===== src/rtl/instr_fetch_unit.sv =====
// Instruction fetch unit: PC, req/ack instruction-memory port, instruction
// register with field decode, +4 / BEQ-target PC update on retire, and a
// sticky trap on unsupported opcodes.
//
// state      | meaning
// -----------+---------------------------------------------------------
// ST_FETCH   | imem_req high at pc, waiting for imem_ack to load IR
// ST_HOLD    | IR valid, waiting for the consumer to retire it
// ST_TRAP    | unsupported opcode seen; frozen until reset
module instr_fetch_unit #(
  parameter logic [31:0] RESET_PC = 32'h0000_0000
) (
  input  logic        clk,
  input  logic        reset,
  output logic        imem_req,
  output logic [31:0] imem_addr,
  input  logic        imem_ack,
  input  logic [31:0] imem_rdata,
  output logic        instr_valid,
  input  logic        instr_ready,
  input  logic        branch_taken,
  output logic [31:0] instr,
  output logic [5:0]  opcode,
  output logic [4:0]  rs,
  output logic [4:0]  rt,
  output logic [4:0]  rd,
  output logic [5:0]  funct,
  output logic [31:0] imm_sext,
  output logic [31:0] pc,
  output logic [31:0] pc_plus4,
  output logic        illegal,
  output logic [31:0] retired_cnt
);

  localparam logic [1:0] ST_FETCH = 2'd0;
  localparam logic [1:0] ST_HOLD  = 2'd1;
  localparam logic [1:0] ST_TRAP  = 2'd2;

  logic [1:0]  state_q, state_d;
  logic [31:0] pc_q, pc_d;
  logic [31:0] ir_q, ir_d;
  logic [31:0] retired_cnt_q, retired_cnt_d;
  logic        opcode_legal;
  logic [31:0] branch_target;

  // Field split and PC arithmetic, all combinational from IR / pc
  always_comb begin
    instr         = ir_q;
    opcode        = ir_q[31:26];
    rs            = ir_q[25:21];
    rt            = ir_q[20:16];
    rd            = ir_q[15:11];
    funct         = ir_q[5:0];
    imm_sext      = {{16{ir_q[15]}}, ir_q[15:0]};
    pc            = pc_q;
    pc_plus4      = pc_q + 32'd4;
    branch_target = pc_plus4 + {imm_sext[29:0], 2'b00};
    retired_cnt   = retired_cnt_q;
    illegal       = (state_q == ST_TRAP);
    instr_valid   = (state_q == ST_HOLD);
    // Request is suppressed while reset is high so an in-flight fetch is dropped at once
    imem_req      = (state_q == ST_FETCH) && !reset;
    imem_addr     = pc_q;
  end

  // Supported opcodes: R-type, addi, lw, sw, beq
  always_comb begin
    opcode_legal = 1'b0;
    case (imem_rdata[31:26])
      6'b000000, 6'b001000, 6'b100011, 6'b101011, 6'b000100: opcode_legal = 1'b1;
      default: opcode_legal = 1'b0;
    endcase
  end

  // Next-state logic for the fetch/hold/trap controller
  always_comb begin
    state_d       = state_q;
    pc_d          = pc_q;
    ir_d          = ir_q;
    retired_cnt_d = retired_cnt_q;
    case (state_q)
      ST_FETCH: begin
        if (imem_ack) begin
          ir_d    = imem_rdata;
          state_d = opcode_legal ? ST_HOLD : ST_TRAP;
        end
      end
      ST_HOLD: begin
        // branch_taken only matters in the retire cycle
        if (instr_ready) begin
          retired_cnt_d = retired_cnt_q + 32'd1;
          pc_d          = branch_taken ? branch_target : pc_plus4;
          state_d       = ST_FETCH;
        end
      end
      ST_TRAP: begin
        state_d = ST_TRAP;
      end
      default: begin
        state_d = ST_TRAP;
      end
    endcase
  end

  // Register update with synchronous reset
  always_ff @(posedge clk) begin
    if (reset) begin
      state_q       <= ST_FETCH;
      pc_q          <= RESET_PC;
      ir_q          <= 32'd0;
      retired_cnt_q <= 32'd0;
    end else begin
      state_q       <= state_d;
      pc_q          <= pc_d;
      ir_q          <= ir_d;
      retired_cnt_q <= retired_cnt_d;
    end
  end

endmodule


===== config.mk =====
export PLATFORM = sky130hd
export DESIGN_NAME = instr_fetch_unit
export DESIGN_NICKNAME = d
export VERILOG_FILES = /design/src/rtl/instr_fetch_unit.sv
export SDC_FILE = /design/constraint.sdc
export NUM_CORES = 1
export LEC_CHECK = 0
export CELL_PAD_IN_SITES_DETAIL_PLACEMENT = 1
export CELL_PAD_IN_SITES_GLOBAL_PLACEMENT = 2
export CORE_MARGIN = 4
export CORE_UTILIZATION = 27
export CTS_CLUSTER_SIZE = 24
export DETAILED_ROUTE_END_ITERATION = 10
export PLACE_DENSITY = 0.92
export SETUP_SLACK_MARGIN = 0.02
export SYNTH_ARGS = -nofsm -noshare
export SYNTH_HDL_FRONTEND = slang
export SYNTH_SLANG_ARGS = --single-unit

===== constraint.sdc =====
create_clock -name clk -period 10.6 [get_ports clk]
set_input_delay 2.65 -clock clk [delete_from_list [all_inputs] [get_ports clk]]
set_output_delay 2.65 -clock clk [all_outputs]
set_load 0.1 [all_outputs]

==> images/layers.png <==
Two of the layers only.
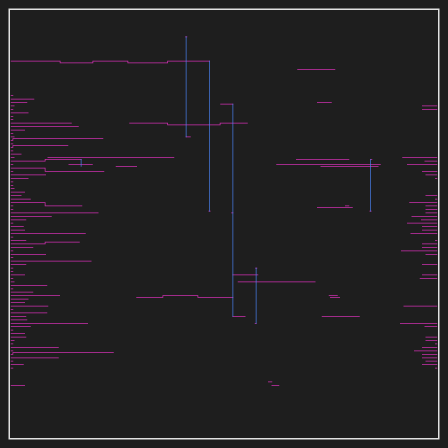
blue -> M4  # wire length 227 µm
magenta -> M3  # wire length 1410 µm
Routed wire per std cell: 17.30 µm
post-detailed-routing wire length: 23740 µm
overall fraction of global-route tracks in use: 16.42%
via count of the routed design: 6691

==> images/m2.png <==
Cells faint in the background.
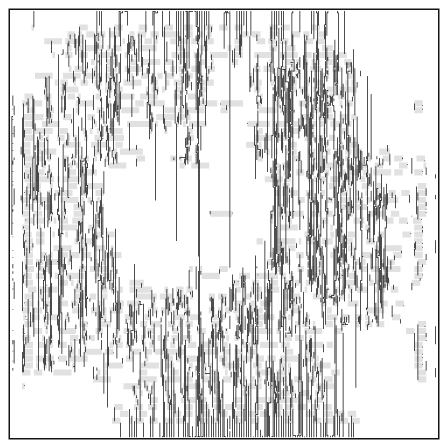
wire length on this layer = 12000 µm
longest straight run = 101 µm

==> images/clock_nets.png <==
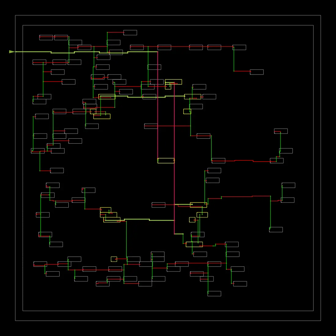
largest clock skew in the final design: 8.546 ps
clock network latency to the later pin of the worst-skew pair: 350 ps
total clock network power: 336 µW
clock buffers created by TritonCTS: 9

==> ds_physical_params.txt <==
Characteristics after synthesis and place and route

Parameter                              Value

Worst setup path
  Critical path capture point type .................. primary output
  Number of cells on the worst reg-to-reg path .................. 17
  Slowest Stage Delay on Critical Path .................. about 1200 ps
  Cell chain of the critical path .................. buf_4 > nor3_1 > clkdlybuf4s50_1
  Number of buffers and inverters on the critical path .................. 2
  Arrival time at the worst endpoint .................. between 4000 and 5000 ps
  R2R Setup Slk .................. 5900 ps
  Critical-path maximum fanout .................. 38
  Required time of the worst setup path .................. approximately 8000 ps
  Crit-path slowest cell .................. sky130_fd_sc_hd__clkdlybuf4s50_1
  Critical register-to-register path startpoint .................. imem_addr[4]
  Crit path depth .................. 3
  Kind of critical path .................. primary input to primary output
  Top cell family by delay on the critical path .................. buffers and inverters

CTS
  Total setup buffers inserted after CTS .................. 0
  Number of sinks handled by clock tree synthesis .................. around 96
  Post-CTS clock slew at the launch and capture registers of the worst setup and hold paths .................. about 80 ps
  Number of hold buffers added after cts .................. 0
  Max Root-Sink Buffers .................. 2

Drt
  Routed length on met2 .................. about 12000 µm
  Via density .................. between 4 and 5
  Total length of routed met3 wires .................. about 1400 µm
  Highest routing layer actually used .................. met5
  Number of remaining DRC errors .................. 0
  Tally of nets with antenna violations remaining after routing .................. 0
  M1 wire length .................. slightly above 10000 µm
  Number of DRC violations after detailed-routing iteration 0 .................. 237
  Pre-Repair DR Iteration Count .................. 4

Cells and area
  FF+latch area .................. approximately 1900 µm²
  Leading cell type in the layout, fill and taps excluded .................. sky130_fd_sc_hd__clkdlybuf4s50_1
  Final core area utilization .................. 36.97%
  Flip-flop and latch share of the layout cell area .................. between 20 and 25%
  Layout filler cell count .................. 3021
  Count of plain and timing-repair buffers in the layout .................. between 200 and 300
  Count of inserted antenna diode cells .................. 0
  Multi-input combinational area share .................. 43.87%
  Flop count .................. between 90 and 100
  Total non-filler cell area in the finished layout .................. ~9400 µm²
  Count of multi-input gates .................. around 660
  Count of inverters other than clock inverters in the layout .................. 13
  Tally of clock buffers in the finished layout .................. 9
  Non-clock buffering overhead in the final layout .................. a little over a quarter
  Non-filler instance count after layout .................. 1372
  Number of nets in the layout .................. ~1100
  Biggest Area Class .................. combinational gates
  Most common logic cells in the final layout .................. sky130_fd_sc_hd__clkdlybuf4s50_1, sky130_fd_sc_hd__nand2_1, sky130_fd_sc_hd__dfxtp_1
  Clock buf/inv share .................. under 10%

Power
  Largest Pwr Group .................. sequential cells
  Switching fraction of total power .................. approximately two fifths
  Power Combinational .................. between 200 and 300 µW
  Highest ir drop seen on vdd .................. between 0.07 and 0.08 mV
  Leakage Power .................. approximately 0.0037 µW
  Overall power after layout .................. 1008 µW
  Share of total power in the clock network .................. 33.3%
  Total internal power .................. ~600 µW
  Sequential logic power .................. roughly 380 µW
  Sequential group share of total power .................. a little under two fifths
  Total net switching power .................. approximately 410 µW
  Pwr dens .................. ~110 nW/µm²
  Logic pwr share .................. 29.1%

Placement
  Placed insts .................. approximately 1400
  Last weighted congestion value of the routability-driven placer .................. ~0.8
  Estimated wirelength of the detail-placed design .................. between 15000 and 20000 µm
  Count of port buffers added during placement .................. 252
  Dpl ws .................. 3658 ps
  Post-DP Area .................. 9059 µm²

Final timing
  Setup violation total in the final timing report .................. 0
  Post-route clock period utilization .................. 65.16%
  Minimum clock period after layout .................. 6907 ps
  Post-Route Setup TNS .................. 0 ps
  Fin. max-slew vios .................. 0
  Unrepaired setup endpoints after global routing .................. false
  Worst setup margin .................. between 3000 and 4000 ps
  Fin. Hold Viols .................. 0
  Hold Worst Slack .................. approximately 460 ps
  Maximum frequency from static timing analysis .................. about 0.14 GHz
  Slew headroom .................. 29.12%

Global route
  Grt met3 use .................. ~4.0%
  Congestion Overflow GR .................. 0
  Via count of the first global-routing pass .................. 6851
  Met2 usage in global routing .................. 29.28%
  Global-route wire length before repair .................. approximately 38000 µm

Yosys
  Share of async-settable or async-resettable flops after synthesis .................. 0%
  Biggest area consumer among synthesized cells .................. sky130_fd_sc_hd__dfxtp_1
  Top comb family, area .................. simple AND/OR/NAND/NOR gates
  Yosys adder share .................. 6.925%
  Complex Gates by Area .................. 19.82%
  Number of synthesis warnings .................. 0
  Flip-flop and latch count after synthesis .................. roughly 96
  Multiplexer share of the synthesized area .................. 1.094%
  And+or+nand+nor area frac .................. between 20% and 30%
  Post-Synth XOR/XNOR Area .................. around a tenth
  Average cell area after synthesis .................. slightly below 8 µm²
  Top-area cell type share of the netlist area .................. approximately 28%
  Top flip-flop cell by instance count after synthesis .................. sky130_fd_sc_hd__dfxtp_1
  Synth unique cells .................. 74

Floorplanning
  Initial standard-cell utilization of the core .................. between 20% and 30%
  Tap Cells .................. 330
  Horizontal die dimension .................. between 150 and 200 µm
  Die height .................. about 170 µm
  Die outline area .................. 28470 µm²
  Number of placement rows .................. 58
  Number of I/O pins .................. approximately 260

Job
  Number of OpenROAD warnings .................. 32
  Count of max-cap constraint violations .................. 0

Status
  Outcome .................. finished, final reports clean

Min path
  Worst Hold Endpoint .................. instr[15]
  Worst min path class .................. flip-flop to flip-flop
  Cell depth of the worst hold path .................. 2
==> images/m4.png <==
The bar under the picture is 50 µm long. Cells faint in the background.
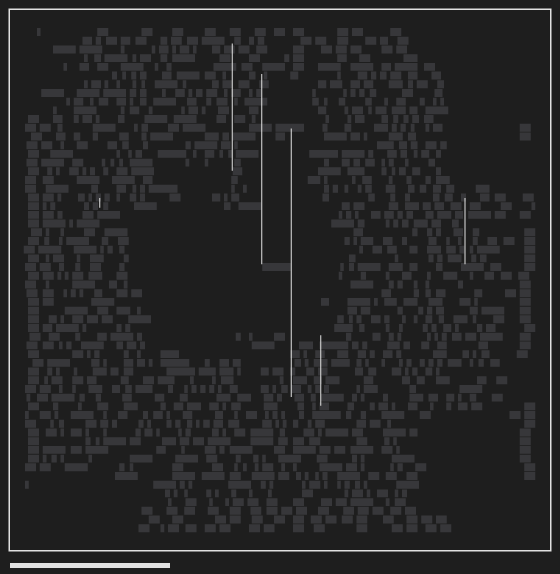
main direction = vertical
longest straight run = 83.6 µm
wire length on this layer = 227 µm
nets with wire on the layer = 6
share of all routed wire = 0.96%

==> images/sizing.png <==
The bar under the picture is 50 µm long.
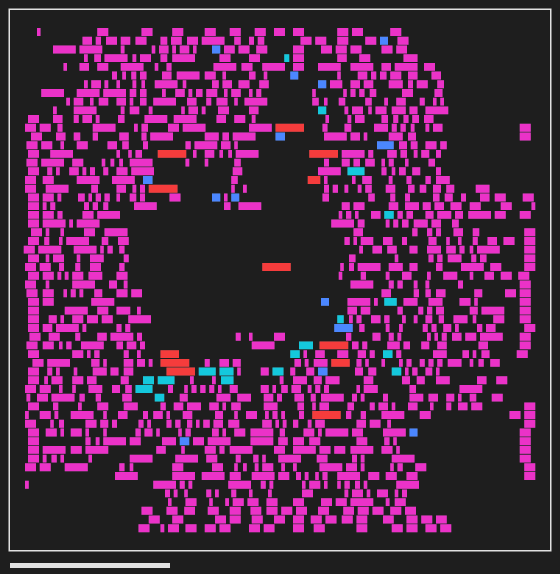
blue -> x3 and x4  # cells 14, share 1.3%, most used buf_4
magenta -> x1 and smaller  # cells 998, share 96%, most used clkdlybuf4s50_1
red -> x6 and larger  # cells 12, share 1.2%, most used clkbuf_16
cyan -> x2  # cells 18, share 1.7%

[flip-flops by register name, indices dropped and copies added (netlist names)]
signal / flops
instr: 32
retired_cnt: 32
imem_addr: 30
state_q: 2
[synth_stat cells, types with 4 or more instances]
master,count
sky130_fd_sc_hd__buf_4,96
sky130_fd_sc_hd__xor2_1,38
sky130_fd_sc_hd__and2_1,8
sky130_fd_sc_hd__and3_1,25
sky130_fd_sc_hd__a22oi_1,4
sky130_fd_sc_hd__inv_1,13
sky130_fd_sc_hd__buf_1,4
sky130_fd_sc_hd__buf_6,4
sky130_fd_sc_hd__o21bai_1,9
sky130_fd_sc_hd__nor2_1,83
sky130_fd_sc_hd__o21ai_0,30
sky130_fd_sc_hd__nand3_1,25
sky130_fd_sc_hd__nor3_1,14
sky130_fd_sc_hd__dfxtp_1,96
sky130_fd_sc_hd__nand2_1,119
sky130_fd_sc_hd__a211oi_1,6
sky130_fd_sc_hd__xnor2_1,40
sky130_fd_sc_hd__a21oi_1,86
sky130_fd_sc_hd__and4_1,4
sky130_fd_sc_hd__mux2i_1,5
sky130_fd_sc_hd__a21o_1,21
sky130_fd_sc_hd__ha_1,37
sky130_fd_sc_hd__a31oi_1,5
sky130_fd_sc_hd__clkbuf_1,27
sky130_fd_sc_hd__nor2b_1,8
sky130_fd_sc_hd__or3_1,8
sky130_fd_sc_hd__o21ai_1,6
sky130_fd_sc_hd__nand4_1,11
[tightest hold or removal path: cells and delay by family (launching register included)]
family | cells | cell delay (ps)
flops | 1 | 310
simple gates | 1 | 50
compound gates | 1 | 50
[worst max-delay path by stage]
stage                from       end  slack (ps)
floorplan           reset  imem_req        2940
global placement    reset  imem_req        3650
detailed placement  reset  imem_req        3660
CTS                 reset  imem_req        3660
global route        reset  imem_req        3580
finish              reset  imem_req        3690
Power is estimated from default activity; no workload was simulated.
